--- src/rtl/voice_allocator_if.sv ---
// Event and voice-update bus of voice_allocator.
//   Event side  : i_evt_valid / o_evt_ready handshake with note_on, note,
//                 velocity and tuning_code payload.
//   Voice side  : o_voice_valid strobe with index, status, tuning, velocity
//                 and dds/adsr flags; o_steal / o_drop pulses; active count.
//   Debug       : o_dbg_state mirrors the allocator FSM state.
// Handshake: an event transfers on a rising clock edge where both
// i_evt_valid and o_evt_ready are 1. The payload must be stable while
// i_evt_valid is high. o_voice_valid is a one-cycle strobe with no
// back-pressure; the voice payload is meaningful only while it is high.
interface voice_allocator_if;
    logic        i_evt_valid;
    logic        o_evt_ready;
    logic        i_evt_note_on;
    logic [6:0]  i_evt_note;
    logic [6:0]  i_evt_velocity;
    logic [31:0] i_evt_tuning_code;
    logic        o_voice_valid;
    logic [7:0]  o_voice_index;
    logic        o_note_status;
    logic [31:0] o_tuning_code;
    logic [6:0]  o_velocity;
    logic        o_flag_dds;
    logic        o_flag_adsr;
    logic        o_steal;
    logic        o_drop;
    logic [6:0]  o_active_count;
    logic [1:0]  o_dbg_state;

    modport slave (
        input  i_evt_valid, i_evt_note_on, i_evt_note, i_evt_velocity, i_evt_tuning_code,
        output o_evt_ready, o_voice_valid, o_voice_index, o_note_status, o_tuning_code,
               o_velocity, o_flag_dds, o_flag_adsr, o_steal, o_drop, o_active_count,
               o_dbg_state
    );

    modport master (
        output i_evt_valid, i_evt_note_on, i_evt_note, i_evt_velocity, i_evt_tuning_code,
        input  o_evt_ready, o_voice_valid, o_voice_index, o_note_status, o_tuning_code,
               o_velocity, o_flag_dds, o_flag_adsr, o_steal, o_drop, o_active_count,
               o_dbg_state
    );
endinterface

--- src/rtl/voice_allocator.sv ---
// Polyphonic voice allocator. Each accepted note event is mapped to a voice
// slot (same-note retrigger, lowest free voice, or oldest-voice steal) by a
// serial scan of the voice table, then one update strobe is issued.
// Ports:
//   i_clk   - system clock
//   i_reset - synchronous active-high reset
//   bus     - voice_allocator_if.slave (event in, voice update out, debug)
// Timing: accept at cycle 0, voice k examined at cycle k+1, strobe or drop
// at cycle NUM_VOICES+1, ready again at cycle NUM_VOICES+2.
// Build option: define VOICE_STEAL_EN to steal the oldest voice when all
// voices are busy; otherwise such a note-on is dropped and o_steal stays 0.
module voice_allocator #(
    parameter int NUM_VOICES = 8,
    parameter int AGE_W      = 8
) (
    input  logic              i_clk,
    input  logic              i_reset,
    voice_allocator_if.slave  bus
);
    localparam int IDX_W = (NUM_VOICES > 1) ? $clog2(NUM_VOICES) : 1;
    localparam logic [IDX_W-1:0] LAST_IDX = IDX_W'(NUM_VOICES - 1);
    localparam logic [AGE_W-1:0] AGE_MAX  = '1;

    typedef enum logic [1:0] {ST_IDLE = 2'd0, ST_SCAN = 2'd1, ST_ISSUE = 2'd2} state_t;

    state_t state_q, state_d;
    logic [IDX_W-1:0] cnt_q, cnt_d;

    // Registered event; evt_on is already cleared for velocity-0 note-ons.
    logic        evt_on_q, evt_on_d;
    logic [6:0]  evt_note_q, evt_note_d;
    logic [6:0]  evt_vel_q, evt_vel_d;
    logic [31:0] evt_tun_q, evt_tun_d;

    // Voice table.
    logic [NUM_VOICES-1:0] active_q, active_d;
    logic [6:0]            note_q [NUM_VOICES];
    logic [6:0]            note_d [NUM_VOICES];
    logic [AGE_W-1:0]      age_q  [NUM_VOICES];
    logic [AGE_W-1:0]      age_d  [NUM_VOICES];

    // Scan accumulators.
    logic             match_found_q, match_found_d;
    logic [IDX_W-1:0] match_idx_q, match_idx_d;
    logic             free_found_q, free_found_d;
    logic [IDX_W-1:0] free_idx_q, free_idx_d;
    logic             old_found_q, old_found_d;
    logic [IDX_W-1:0] old_idx_q, old_idx_d;
    logic [AGE_W-1:0] old_age_q, old_age_d;

    // Decision made on the last scan cycle, applied to the table in ISSUE.
    logic [IDX_W-1:0] target_q, target_d;

    // Output registers.
    logic        voice_valid_q, voice_valid_d;
    logic [7:0]  index_q, index_d;
    logic        status_q, status_d;
    logic [31:0] tuning_q, tuning_d;
    logic [6:0]  velocity_q, velocity_d;
    logic        dds_q, dds_d;
    logic        adsr_q, adsr_d;
    logic        steal_q, steal_d;
    logic        drop_q, drop_d;
    logic [6:0]  count_q, count_d;

    logic evt_ready;
    assign evt_ready = (state_q == ST_IDLE) && !i_reset;

    always_comb begin
        state_d       = state_q;
        cnt_d         = cnt_q;
        evt_on_d      = evt_on_q;
        evt_note_d    = evt_note_q;
        evt_vel_d     = evt_vel_q;
        evt_tun_d     = evt_tun_q;
        active_d      = active_q;
        note_d        = note_q;
        age_d         = age_q;
        match_found_d = match_found_q;
        match_idx_d   = match_idx_q;
        free_found_d  = free_found_q;
        free_idx_d    = free_idx_q;
        old_found_d   = old_found_q;
        old_idx_d     = old_idx_q;
        old_age_d     = old_age_q;
        target_d      = target_q;
        voice_valid_d = 1'b0;
        index_d       = index_q;
        status_d      = status_q;
        tuning_d      = tuning_q;
        velocity_d    = velocity_q;
        dds_d         = dds_q;
        adsr_d        = adsr_q;
        steal_d       = 1'b0;
        drop_d        = 1'b0;

        // Fold voice cnt_q into the scan results. Strict '>' keeps the
        // lowest index on age ties because lower indices are seen first.
        if (state_q == ST_SCAN) begin
            if (active_q[cnt_q]) begin
                if (!match_found_q && note_q[cnt_q] == evt_note_q) begin
                    match_found_d = 1'b1;
                    match_idx_d   = cnt_q;
                end
                if (!old_found_q || age_q[cnt_q] > old_age_q) begin
                    old_found_d = 1'b1;
                    old_idx_d   = cnt_q;
                    old_age_d   = age_q[cnt_q];
                end
            end else if (!free_found_q) begin
                free_found_d = 1'b1;
                free_idx_d   = cnt_q;
            end
        end

        case (state_q)
            ST_IDLE: begin
                if (bus.i_evt_valid && evt_ready) begin
                    evt_on_d      = bus.i_evt_note_on && (bus.i_evt_velocity != 7'd0);
                    evt_note_d    = bus.i_evt_note;
                    evt_vel_d     = bus.i_evt_velocity;
                    evt_tun_d     = bus.i_evt_tuning_code;
                    match_found_d = 1'b0;
                    free_found_d  = 1'b0;
                    old_found_d   = 1'b0;
                    cnt_d         = '0;
                    state_d       = ST_SCAN;
                end
            end
            ST_SCAN: begin
                if (cnt_q == LAST_IDX) begin
                    state_d = ST_ISSUE;
                    if (evt_on_d) begin
                        if (match_found_d) begin
                            target_d      = match_idx_d;
                            voice_valid_d = 1'b1;
                        end else if (free_found_d) begin
                            target_d      = free_idx_d;
                            voice_valid_d = 1'b1;
                        end else begin
`ifdef VOICE_STEAL_EN
                            target_d      = old_idx_d;
                            voice_valid_d = 1'b1;
                            steal_d       = 1'b1;
`else
                            drop_d        = 1'b1;
`endif
                        end
                    end else if (match_found_d) begin
                        target_d      = match_idx_d;
                        voice_valid_d = 1'b1;
                    end else begin
                        drop_d = 1'b1;
                    end
                    if (voice_valid_d) begin
                        index_d    = 8'(target_d);
                        status_d   = evt_on_q;
                        dds_d      = evt_on_q;
                        adsr_d     = 1'b1;
                        velocity_d = evt_on_q ? evt_vel_q : 7'd0;
                        if (evt_on_q) tuning_d = evt_tun_q;
                    end
                end else begin
                    cnt_d = cnt_q + 1'b1;
                end
            end
            ST_ISSUE: begin
                state_d = ST_IDLE;
                if (voice_valid_q) begin
                    for (int v = 0; v < NUM_VOICES; v++) begin
                        if (IDX_W'(v) == target_q) begin
                            active_d[v] = evt_on_q;
                            age_d[v]    = '0;
                            if (evt_on_q) note_d[v] = evt_note_q;
                        end else if (evt_on_q && active_q[v] && age_q[v] != AGE_MAX) begin
                            age_d[v] = age_q[v] + 1'b1;
                        end
                    end
                end
            end
            default: state_d = ST_IDLE;
        endcase

        count_d = '0;
        for (int v = 0; v < NUM_VOICES; v++) count_d = count_d + 7'(active_d[v]);
    end

    always_ff @(posedge i_clk) begin
        if (i_reset) begin
            state_q       <= ST_IDLE;
            cnt_q         <= '0;
            evt_on_q      <= 1'b0;
            evt_note_q    <= '0;
            evt_vel_q     <= '0;
            evt_tun_q     <= '0;
            active_q      <= '0;
            for (int v = 0; v < NUM_VOICES; v++) begin
                note_q[v] <= '0;
                age_q[v]  <= '0;
            end
            match_found_q <= 1'b0;
            match_idx_q   <= '0;
            free_found_q  <= 1'b0;
            free_idx_q    <= '0;
            old_found_q   <= 1'b0;
            old_idx_q     <= '0;
            old_age_q     <= '0;
            target_q      <= '0;
            voice_valid_q <= 1'b0;
            index_q       <= '0;
            status_q      <= 1'b0;
            tuning_q      <= '0;
            velocity_q    <= '0;
            dds_q         <= 1'b0;
            adsr_q        <= 1'b0;
            steal_q       <= 1'b0;
            drop_q        <= 1'b0;
            count_q       <= '0;
        end else begin
            state_q       <= state_d;
            cnt_q         <= cnt_d;
            evt_on_q      <= evt_on_d;
            evt_note_q    <= evt_note_d;
            evt_vel_q     <= evt_vel_d;
            evt_tun_q     <= evt_tun_d;
            active_q      <= active_d;
            note_q        <= note_d;
            age_q         <= age_d;
            match_found_q <= match_found_d;
            match_idx_q   <= match_idx_d;
            free_found_q  <= free_found_d;
            free_idx_q    <= free_idx_d;
            old_found_q   <= old_found_d;
            old_idx_q     <= old_idx_d;
            old_age_q     <= old_age_d;
            target_q      <= target_d;
            voice_valid_q <= voice_valid_d;
            index_q       <= index_d;
            status_q      <= status_d;
            tuning_q      <= tuning_d;
            velocity_q    <= velocity_d;
            dds_q         <= dds_d;
            adsr_q        <= adsr_d;
            steal_q       <= steal_d;
            drop_q        <= drop_d;
            count_q       <= count_d;
        end
    end

    assign bus.o_evt_ready    = evt_ready;
    assign bus.o_voice_valid  = voice_valid_q;
    assign bus.o_voice_index  = index_q;
    assign bus.o_note_status  = status_q;
    assign bus.o_tuning_code  = tuning_q;
    assign bus.o_velocity     = velocity_q;
    assign bus.o_flag_dds     = dds_q;
    assign bus.o_flag_adsr    = adsr_q;
    assign bus.o_steal        = steal_q;
    assign bus.o_drop         = drop_q;
    assign bus.o_active_count = count_q;
    assign bus.o_dbg_state    = state_q;
endmodule

--- src/flat_wrapper.sv ---
// flat-port wrapper written by rule: the top's interface ports become plain ports
module voice_allocator_flat 
#(
    parameter int NUM_VOICES = 8,
    parameter int AGE_W      = 8
)
  (i_clk, i_reset, bus_i_evt_valid, bus_i_evt_note_on, bus_i_evt_note, bus_i_evt_velocity, bus_i_evt_tuning_code, bus_o_evt_ready, bus_o_voice_valid, bus_o_voice_index, bus_o_note_status, bus_o_tuning_code, bus_o_velocity, bus_o_flag_dds, bus_o_flag_adsr, bus_o_steal, bus_o_drop, bus_o_active_count, bus_o_dbg_state);
  voice_allocator_if bus_i ();
  input  logic i_clk;
  input  logic i_reset;
  input wire logic [$bits(bus_i.i_evt_valid)-1:0] bus_i_evt_valid;
  input wire logic [$bits(bus_i.i_evt_note_on)-1:0] bus_i_evt_note_on;
  input wire logic [$bits(bus_i.i_evt_note)-1:0] bus_i_evt_note;
  input wire logic [$bits(bus_i.i_evt_velocity)-1:0] bus_i_evt_velocity;
  input wire logic [$bits(bus_i.i_evt_tuning_code)-1:0] bus_i_evt_tuning_code;
  output wire logic [$bits(bus_i.o_evt_ready)-1:0] bus_o_evt_ready;
  output wire logic [$bits(bus_i.o_voice_valid)-1:0] bus_o_voice_valid;
  output wire logic [$bits(bus_i.o_voice_index)-1:0] bus_o_voice_index;
  output wire logic [$bits(bus_i.o_note_status)-1:0] bus_o_note_status;
  output wire logic [$bits(bus_i.o_tuning_code)-1:0] bus_o_tuning_code;
  output wire logic [$bits(bus_i.o_velocity)-1:0] bus_o_velocity;
  output wire logic [$bits(bus_i.o_flag_dds)-1:0] bus_o_flag_dds;
  output wire logic [$bits(bus_i.o_flag_adsr)-1:0] bus_o_flag_adsr;
  output wire logic [$bits(bus_i.o_steal)-1:0] bus_o_steal;
  output wire logic [$bits(bus_i.o_drop)-1:0] bus_o_drop;
  output wire logic [$bits(bus_i.o_active_count)-1:0] bus_o_active_count;
  output wire logic [$bits(bus_i.o_dbg_state)-1:0] bus_o_dbg_state;
  assign bus_i.i_evt_valid = bus_i_evt_valid;
  assign bus_i.i_evt_note_on = bus_i_evt_note_on;
  assign bus_i.i_evt_note = bus_i_evt_note;
  assign bus_i.i_evt_velocity = bus_i_evt_velocity;
  assign bus_i.i_evt_tuning_code = bus_i_evt_tuning_code;
  assign bus_o_evt_ready = bus_i.o_evt_ready;
  assign bus_o_voice_valid = bus_i.o_voice_valid;
  assign bus_o_voice_index = bus_i.o_voice_index;
  assign bus_o_note_status = bus_i.o_note_status;
  assign bus_o_tuning_code = bus_i.o_tuning_code;
  assign bus_o_velocity = bus_i.o_velocity;
  assign bus_o_flag_dds = bus_i.o_flag_dds;
  assign bus_o_flag_adsr = bus_i.o_flag_adsr;
  assign bus_o_steal = bus_i.o_steal;
  assign bus_o_drop = bus_i.o_drop;
  assign bus_o_active_count = bus_i.o_active_count;
  assign bus_o_dbg_state = bus_i.o_dbg_state;
  voice_allocator #(.NUM_VOICES(NUM_VOICES), .AGE_W(AGE_W)) u_core (.i_clk(i_clk), .i_reset(i_reset), .bus(bus_i));
endmodule
--- config.mk ---
export PLATFORM = sky130hd
export DESIGN_NAME = voice_allocator_flat
export DESIGN_NICKNAME = d
export VERILOG_FILES = /design/src/rtl/voice_allocator_if.sv /design/src/rtl/voice_allocator.sv /design/src/flat_wrapper.sv
export SDC_FILE = /design/constraint.sdc
export NUM_CORES = 1
export LEC_CHECK = 0
export ABC_AREA = 1
export ABC_CLOCK_PERIOD_IN_PS = 4900
export CORE_ASPECT_RATIO = 0.9
export CORE_UTILIZATION = 55
export DETAILED_ROUTE_END_ITERATION = 10
export GPL_TIMING_DRIVEN = 1
export HOLD_SLACK_MARGIN = 0.1
export PLACE_DENSITY = 0.76
export SETUP_SLACK_MARGIN = 0.4
export SYNTH_ARGS = -nofsm -noshare
export SYNTH_HDL_FRONTEND = slang
export SYNTH_SLANG_ARGS = --single-unit
--- constraint.sdc ---
create_clock -name i_clk -period 4.9 [get_ports i_clk]
set_input_delay 0.98 -clock i_clk [delete_from_list [all_inputs] [get_ports i_clk]]
set_output_delay 0.98 -clock i_clk [all_outputs]
set_load 0.02 [all_outputs]
==> images/cell_density.png <==
The die is cut into 13 by 12 equal tiles; black is low, pale yellow is high, 0 to 100% covered.
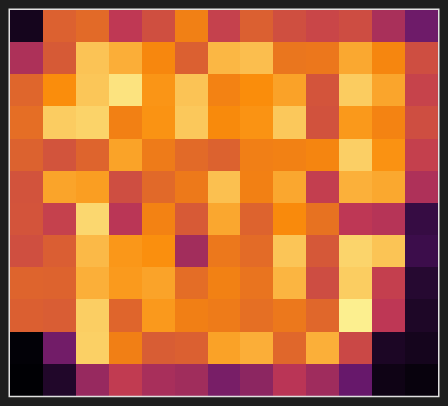
mean over tiles: 63%
nearly empty tiles: 1.3%
tiles over 75% full: 32%
fullest tile: 97%

==> images/flops_by_reg.png <==
Scale bar: 50 um.
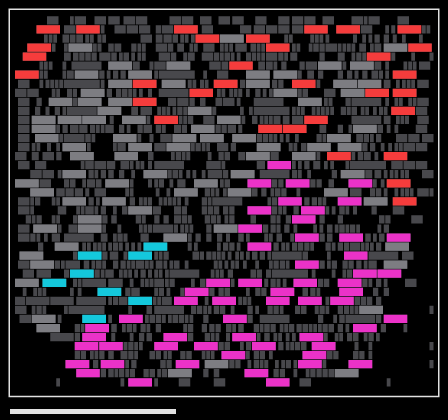
| signal | colour | sequential cells |
|---|---|---|
| `u_core.bus.o_tuning_code` | red | 32 |
| `u_core.note_q` | magenta | 56 |
| `u_core.active_q` | cyan | 8 |
not coloured: 81

==> images/congestion.png <==
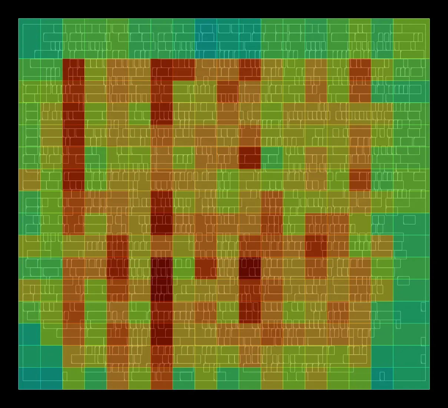
GR Util All Layers: 27.8%
M2 GR Usage: 43.2%
met3 GRT Util: 5.31%
met1 Usage GRT: 39.0%

==> images/placement_by_type.png <==
Scale bar: 50 um. Fill, decap, tap and diode cells in grey.
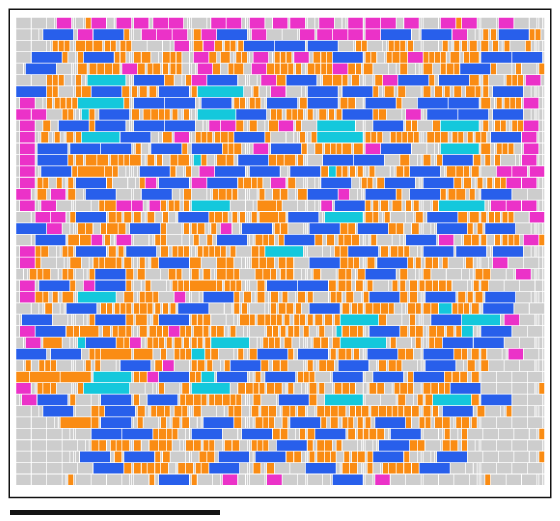
| class | colour | cells |
|---|---|---|
| combinational and other logic | orange | 897 |
| other buffers and delay cells | magenta | 118 |
| clock drivers and dummy loads | cyan | 32 |
| flops | blue | 177 |

==> results.cfg <==
; generated from flow reports
[sta]
hold_viol_final = 0
setup_violations = 0
clock.fmax_mhz = 244
period_needed_ns = 4.09
setup_tns_ns = 0
rsz0062_at_grt = no

[cells_and_area]
n_antenna_cell = 0
comb_area_um2 = 3320
inv_count = 196
clk_share_pct = 6.87
largestClassByArea = flip-flops and latches

[route]
firstDrtPassIters = 5
vias_per_cell = 5.18
wire_per_inst_um = 14.0
vias = 7334
wl_met2_um = 9000
drt_wl_total_um = 19800
drtAntennaViolNets = 0
wl_met3_um = 1090

[setup_path]
path_cells = inv_1 -> nor2_1 -> inv_1 -> nor3_1 -> nand2_1 -> nor2_1 -> buf_4 -> inv_1 -> nand2_1 -> ha_1 -> fa_1 -> inv_1 -> fa_1 -> inv_1 -> fa_1 -> inv_1 -> fa_1 -> nor2_1
path_delay_family = adder cells
endpoint = u_core.bus.o_active_count[1]$_SDFF_PP0_
reg2reg_slack_ns = 0.81
worst-path-max-fanout = 15
cp-start-kind = register
cp_num_cells = 18
end_kind = register
worst_r2r_path_depth = 18
critPathBufInv = 7

[placed_design]
numPortBuffers = 103

[power]
p_sw_w = 0.000759
total_power_w = 0.00328
p_leak_nw = 4.01
clockPowerShare_pct = 46.7

[outcome]
outcome = completed

[synth]
synth_area_leader_cell = dfxtp_1
synth.top_cells.by_count = nand2_1, inv_1, dfxtp_1
ys_sh_aoi_pct = 15.3
synth-edff-count = 0
synth.logic.top_family = simple AND/OR/NAND/NOR gates
synthArstFlopShare_pct = 0
ys_cells = 1140
xor_share_pct = 0.110

[die]
placementRows = 41
pin_count = 113
tap_cells = 193
die_area_um2 = 14900

[clock_tree]
ctsResizeCount = 0
clk_pin_slew_worst_paths_ns = 0.07
cts-buffers-inserted = 17
cts_tree = built
post_cts_buffers = 0

[hold_path]
min_path_cells = 2
min_path_type = reg -> reg

[global_routing]
gr-max-usage-layer = met2
grt_pass1_wl_um = 32300
grt_overflow = 0
